## src/rtl/x2050lsseq.sv

```systemverilog
// x2050lsseq -- local-store address sequencer for the 2050 CPU/channel path.
//
// Turns the ROS word's WS/SS/E fields and the J/MD registers into a
// registered local-store address, function bits and read/write strobes.
// A small state machine performs the channel break-in (save R then L to the
// backup slots, enter I/O mode) and break-out (restore R then L, return to
// CPU mode).
//
// Parameters:
//   AW       local-store address width (>= 6)
//   CH_BITS  log2 of the channel count; each channel owns 4 words
//   CH_BASE  first word of the channel area
//   BK_BASE  first of 4 backup words (R, L, interrupt buffer, buffer #3)
//
// Ports:
//   i_clk        clock
//   i_reset      asynchronous active-low reset
//   i_ws         WS field, local-store address select
//   i_ss         SS field (14 or 39 enables the LS function bits)
//   i_e          E field
//   i_j_reg      J register
//   i_md_reg     MD register
//   i_ch         active channel number
//   i_cpu_wr     CPU cycle writes local store
//   i_io_wr      I/O cycle writes local store
//   i_break_req  channel break-in request
//   i_break_end  channel break-out request
//   i_stall      freeze state and all output registers this cycle
//   o_lsa        registered local-store address
//   o_lsfn       registered local-store function bits
//   o_ls_we      registered write strobe
//   o_ls_re      registered read strobe
//   o_io_mode    high in I/O mode and while restoring
//   o_break_ack  one active cycle on the first I/O cycle after a save
//   o_busy       high during the save and restore states
module x2050lsseq #(
  parameter int AW      = 6,
  parameter int CH_BITS = 2,
  parameter int CH_BASE = 0,
  parameter int BK_BASE = 44
) (
  input  logic               i_clk,
  input  logic               i_reset,
  input  logic [2:0]         i_ws,
  input  logic [5:0]         i_ss,
  input  logic [3:0]         i_e,
  input  logic [3:0]         i_j_reg,
  input  logic [3:0]         i_md_reg,
  input  logic [CH_BITS-1:0] i_ch,
  input  logic               i_cpu_wr,
  input  logic               i_io_wr,
  input  logic               i_break_req,
  input  logic               i_break_end,
  input  logic               i_stall,
  output logic [AW-1:0]      o_lsa,
  output logic [1:0]         o_lsfn,
  output logic               o_ls_we,
  output logic               o_ls_re,
  output logic               o_io_mode,
  output logic               o_break_ack,
  output logic               o_busy
);

  typedef enum logic [2:0] {
    ST_CPU,
    ST_SAVE_R,
    ST_SAVE_L,
    ST_IO,
    ST_RST_R,
    ST_RST_L
  } state_t;

  localparam logic [AW-1:0] LP_BK_R = AW'(BK_BASE);
  localparam logic [AW-1:0] LP_BK_L = AW'(BK_BASE + 1);
  localparam logic [AW-1:0] LP_CH   = AW'(CH_BASE);

  state_t          r_state;
  state_t          w_next;

  logic [1:0]      w_lsfn;
  logic [5:0]      w_cpu6;
  logic [AW-1:0]   w_cpu_lsa;
  logic [AW-1:0]   w_io_lsa;

  logic [AW-1:0]   w_lsa;
  logic [1:0]      w_lsfn_o;
  logic            w_we;
  logic            w_re;
  logic            w_io_mode;
  logic            w_ack;
  logic            w_busy;

  // Next state. Break requests are only honoured in the state that owns
  // them, so req wins in CPU and end wins in IO when both are asserted.
  always_comb begin
    w_next = r_state;
    unique case (r_state)
      ST_CPU:    w_next = i_break_req ? ST_SAVE_R : ST_CPU;
      ST_SAVE_R: w_next = ST_SAVE_L;
      ST_SAVE_L: w_next = ST_IO;
      ST_IO:     w_next = i_break_end ? ST_RST_R : ST_IO;
      ST_RST_R:  w_next = ST_RST_L;
      ST_RST_L:  w_next = ST_CPU;
      default:   w_next = ST_CPU;
    endcase
  end

  // Function bits are only meaningful for the two SS codes that select them.
  always_comb begin
    w_lsfn = 2'b00;
    if (i_ss == 6'd14 || i_ss == 6'd39) begin
      w_lsfn = i_e[1:0];
    end
  end

  // CPU address map, built as a 6-bit word and zero-extended.
  always_comb begin
    w_cpu6 = '0;
    unique case (i_ws)
      3'd0:    w_cpu6 = 6'd0;
      3'd1:    w_cpu6 = 6'd17;
      3'd2:    w_cpu6 = 6'd18;
      3'd3:    w_cpu6 = {2'b01, i_e};
      3'd4:    w_cpu6 = {w_lsfn, i_j_reg};
      3'd5:    w_cpu6 = {w_lsfn, i_j_reg[3:1], 1'b1};
      3'd6:    w_cpu6 = {w_lsfn, i_md_reg};
      3'd7:    w_cpu6 = {w_lsfn, i_md_reg[3:1], 1'b1};
      default: w_cpu6 = 6'd0;
    endcase
  end

  assign w_cpu_lsa = AW'(w_cpu6);

  // I/O address map: low WS codes hit the backup slots, high codes hit the
  // active channel's 4-word block. All sums wrap at AW bits.
  always_comb begin
    if (i_ws[2]) begin
      w_io_lsa = LP_CH + (AW'(i_ch) << 2) + AW'(i_ws[1:0]);
    end else begin
      w_io_lsa = LP_BK_R + AW'(i_ws[1:0]);
    end
  end

  // Output values are derived from the state being entered, so the
  // registered outputs line up with the registered state.
  always_comb begin
    w_lsa     = '0;
    w_lsfn_o  = 2'b00;
    w_we      = 1'b0;
    w_re      = 1'b0;
    w_io_mode = 1'b0;
    w_ack     = 1'b0;
    w_busy    = 1'b0;
    unique case (w_next)
      ST_CPU: begin
        w_lsa    = w_cpu_lsa;
        w_lsfn_o = w_lsfn;
        if (i_ws != 3'd0) begin
          w_we = i_cpu_wr;
          w_re = !i_cpu_wr;
        end
      end
      ST_SAVE_R: begin
        w_lsa  = LP_BK_R;
        w_we   = 1'b1;
        w_busy = 1'b1;
      end
      ST_SAVE_L: begin
        w_lsa  = LP_BK_L;
        w_we   = 1'b1;
        w_busy = 1'b1;
      end
      ST_IO: begin
        w_lsa     = w_io_lsa;
        w_lsfn_o  = w_lsfn;
        w_we      = i_io_wr;
        w_re      = !i_io_wr;
        w_io_mode = 1'b1;
        w_ack     = (r_state == ST_SAVE_L);
      end
      ST_RST_R: begin
        w_lsa     = LP_BK_R;
        w_re      = 1'b1;
        w_io_mode = 1'b1;
        w_busy    = 1'b1;
      end
      ST_RST_L: begin
        w_lsa     = LP_BK_L;
        w_re      = 1'b1;
        w_io_mode = 1'b1;
        w_busy    = 1'b1;
      end
      default: begin
        w_lsa = '0;
      end
    endcase
  end

  // Stall freezes every register, including the one-cycle ack.
  always_ff @(posedge i_clk or negedge i_reset) begin
    if (!i_reset) begin
      r_state     <= ST_CPU;
      o_lsa       <= '0;
      o_lsfn      <= '0;
      o_ls_we     <= 1'b0;
      o_ls_re     <= 1'b0;
      o_io_mode   <= 1'b0;
      o_break_ack <= 1'b0;
      o_busy      <= 1'b0;
    end else if (!i_stall) begin
      r_state     <= w_next;
      o_lsa       <= w_lsa;
      o_lsfn      <= w_lsfn_o;
      o_ls_we     <= w_we;
      o_ls_re     <= w_re;
      o_io_mode   <= w_io_mode;
      o_break_ack <= w_ack;
      o_busy      <= w_busy;
    end
  end

endmodule

```

## config.mk

```make
export PLATFORM = sky130hd
export DESIGN_NAME = x2050lsseq
export DESIGN_NICKNAME = d
export VERILOG_FILES = /design/src/rtl/x2050lsseq.sv
export SDC_FILE = /design/constraint.sdc
export NUM_CORES = 1
export LEC_CHECK = 0
export CORE_ASPECT_RATIO = 1.4
export CORE_MARGIN = 5
export CORE_UTILIZATION = 41
export CTS_CLUSTER_SIZE = 14
export DETAILED_ROUTE_END_ITERATION = 8
export PLACE_DENSITY = 0.75
export REMOVE_ABC_BUFFERS = 1
export SYNTH_ARGS = -nofsm -noshare
export SYNTH_HDL_FRONTEND = slang
export SYNTH_SLANG_ARGS = --single-unit
```

## constraint.sdc

```tcl
create_clock -name i_clk -period 1.85 [get_ports i_clk]
set_input_delay 0.37 -clock i_clk [delete_from_list [all_inputs] [get_ports i_clk]]
set_output_delay 0.37 -clock i_clk [all_outputs]
set_load 0.02 [all_outputs]
```

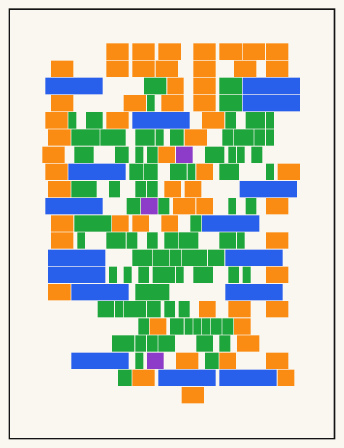
*Cell classes on the final placement*
legend:
  clock drivers:
    color: purple
    cells: 3
  other buffers and delay cells:
    color: orange
    cells: 56
  flops:
    color: blue
    cells: 16
  combinational and other logic:
    color: green
    cells: 86
core footprint: 0.00234 mm^2
Finished Cell Area: 0.00153 mm^2
flop share of the area: 26.2%
final core occ: 65.3%

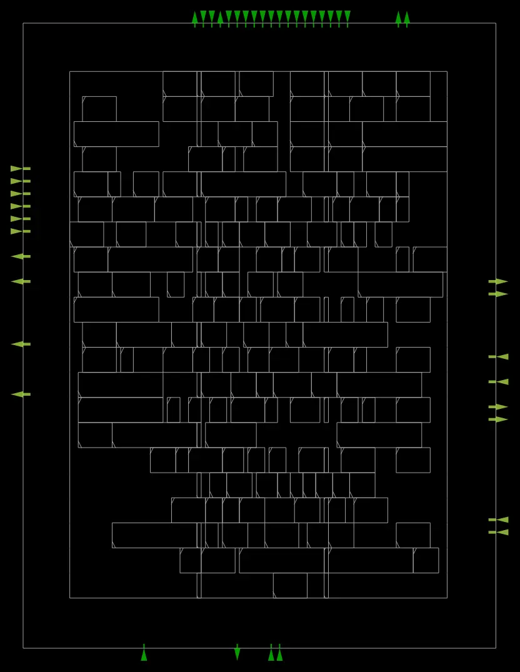
*Placed standard cells*
registers: 16
final std cells w/o fill: 184
cell row count: 21
Filler cells: 205
Tap Cells: 23

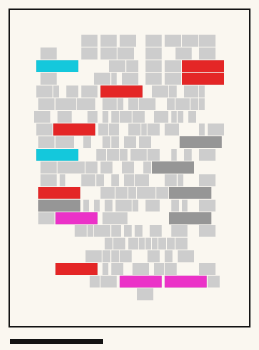
*Sequential cells colored by netlist name*
The bar under the picture is 20 um long. Other sequential cells in the stronger gray, the rest of the logic in the fainter gray.
legend:
  `r_state`:
    color: magenta
    placed_flops: 3
  `o_lsfn`:
    color: cyan
    placed_flops: 2
  `o_lsa`:
    color: red
    placed_flops: 6
not colored: 5

==> results.tsv <==
stage	metric	value	unit
status	status	completed	
floorplanning	Die Span Y	67.8	um
worst_setup_path	CP Class	input port to register	
worst_setup_path	CP Launch Type	input port	
global_route	first-pass GRT wire length	4.75	mm
clocking	Reg clk slew, reported paths	0.10	ns
sta	fmax	0.603	GHz
synthesis	ys flop type	dfrtp_1	
sta	Clock Skew	0.00534	ns
route	drt via density	5.63	
synthesis	ys cells	108	
global_route	vias in the first global route	1095	
finish	most frequent logic cell in the layout	clkdlybuf4s50_1	
clocking	worst skew pair latency	0.29	ns
synthesis	Post-synth seq share	40.9	%
global_route	GR Util All Layers	18.2	%
floorplanning	die width	51.3	um
worst_setup_path	Worst Path Required	2.05	ns
global_route	GRT overflow	0	
placement	count of input and output buffers	42	
placement	RD Place Congestion	0.788	
clocking	CTS tree	yes	
worst_setup_path	worst endpoint data arrival time	1.86	ns
route	Routed WL	2.85	mm
pwr	worst vdd ir	687	uV
sta	Slew HR	76.8	%
synthesis	flip-flops with a built-in enable	0	
pwr	Leakage Power	0.657	nW
synthesis	Yosys reg bits	16	
finish	Final #Nets	193	
placement	DP HPWL	2.26	mm
clocking	cells resized by post-CTS repair	0	
global_route	initial antenna violation count	0	
floorplanning	Boundary Pins	43	
hold_path	HP Class	input port to asynchronous set/reset pin	
clocking	Inserted Clock Buffers	3	
pwr	Pwr Density	1140	mW/mm^2
clocking	setup bufs post-CTS	0	
finish	Top cells excl fill/tap	42 x clkdlybuf4s50_1, 16 x dfrtp_1, 14 x buf_4, 10 x nand2_1, 9 x o21ai_0	
route	post-route ant nets	0	
worst_setup_path	CP endpoint kind	register	
clocking	H-tree Lvls	1	
synthesis	Mapped Area	978	um^2
route	1st-iter DRT viols	53	
synthesis	Mapped Cells	108	
synthesis	area reported by Yosys stat	978	um^2
route	Pre-antenna DRT Iters	4	
finish	Inserted Diodes	0	
synthesis	post-synthesis cell type count	37	
sta	Worst Tran Pin Value	0.345	ns
sta	setup repair after global routing missed its margin	false	
route	# DRC	0	
floorplanning	die area	0.00348	mm^2
route	via count	1036	
clocking	# hold bufs at CTS	0	
synthesis	synth warn	0	
finish	fraction of layout cells with a size suffix above 1	15.5	%
finish	Synth-to-Final Area Change	56.1	%
sta	cycle use final	89.6	%
worst_setup_path	Max Fanout on Critical Path	4	
pwr	Pwr Total	1.74	mW
synthesis	synthesized area per cell	9.06	um^2
sta	min Tclk post-route	1.66	ns
clocking	Max Root-Sink Buffers	2	
clocking	root buffer cell	clkbuf_4	
clocking	total clock sinks	16	
sta	Final setup viols	0	
synthesis	Synth area leaders	dfrtp_1 41%, o21ai_0 4.6%, a21oi_1 4.1%, mux2i_1 4.1%, nand2_1 3.8%	
sta	final hold vios	0	
run	max_cap viols	0	
metrics by stage:
| stage | TNS, ns | cell area (um^2) | std cells | setup slack [ns] |
|---|---|---|---|---|
| finish | 0 | 1530 | 184 | 0.193 |
| global route | 0 | 1530 | 184 | 0.0879 |
| CTS | 0 | 1530 | 184 | 0.187 |
| detailed placement | -0.240 | 1510 | 181 | -0.149 |
| global placement | -0.136 | 1510 | 181 | -0.0706 |
| floorplan | 0 | 951 | 102 | 0.315 |
power breakdown:
part           switching (mW)  internal, mW
clock                   0.116        0.0759
combinational           0.497         0.485
sequential             0.0882         0.478
final cells by class:
class	instances	area (um^2)	share of cell area, %
Timing Repair Buffer	56	526	34.4
Inverter	7	26.3	1.72
Multi-Input combinational cell	79	524	34.3
Tap cell	23	28.8	1.88
Sequential cell	16	400	26.2
Clock buffer	3	22.5	1.47
path summary, 6_finish.rpt:
path	start	to	slack, ns	depth (start not counted)
max	i_ss[3]	o_lsa[4]	0.19	5
min	i_reset	o_ls_we	0.39	2
max reg2reg	r_state[0]	o_lsa[0]	0.31	4
min reg2reg	o_ls_we	o_ls_we	0.50	2
max in group asynchronous	i_reset	o_lsa[1]	1.28	2
min in group i_clk	o_ls_we	o_ls_we	0.50	2
worst max-delay path, cell delays in order:
cell and delay (ns):
clkdlybuf4s50_1 0.46, or3b_1 0.36, a211oi_2 0.33, a21oi_1 0.14, o41ai_2 0.20
metal layers:
metal / vias to the layer above / wire (um) / GRT usage [%]
li1: 503 / - / -
met1: 493 / 1150 / 20.8
met2: 34 / 1500 / 32.3
met3: 6 / 125 / 2.21
met4: 0 / 71 / 10.8
met5: - / 0 / 0
kinds of logic after synthesis:
group	Yosys count	share of synthesized area [%]
DFF	16	40.9
AOI/OAI and AO/OA	38	28.6
muxes	5	5.24
buffers and inverters	13	5.50
and+or+nand+nor	36	19.7
flip-flops by register name, indices dropped and copies added, names as in the netlist:
register	cells
o_busy	1
o_ls_re	1
o_ls_we	1
r_state	3
o_io_mode	1
o_lsa	6
o_lsfn	2
o_break_ack	1
synth_stat cells (2+ instances only):
| library cell | instances |
|---|---|
| nand4b_1 | 2 |
| inv_1 | 7 |
| nor3_1 | 5 |
| dfrtp_1 | 16 |
| nor2_1 | 5 |
| a32oi_1 | 3 |
| nand2_1 | 10 |
| nor2b_1 | 2 |
| clkbuf_1 | 2 |
| mux2i_1 | 4 |
| a21boi_0 | 2 |
| o21ai_0 | 9 |
| a32o_2 | 2 |
| o31ai_1 | 2 |
| nand2b_1 | 5 |
| a21oi_1 | 8 |
| buf_2 | 4 |
Power and IR drop assume default switching activity.
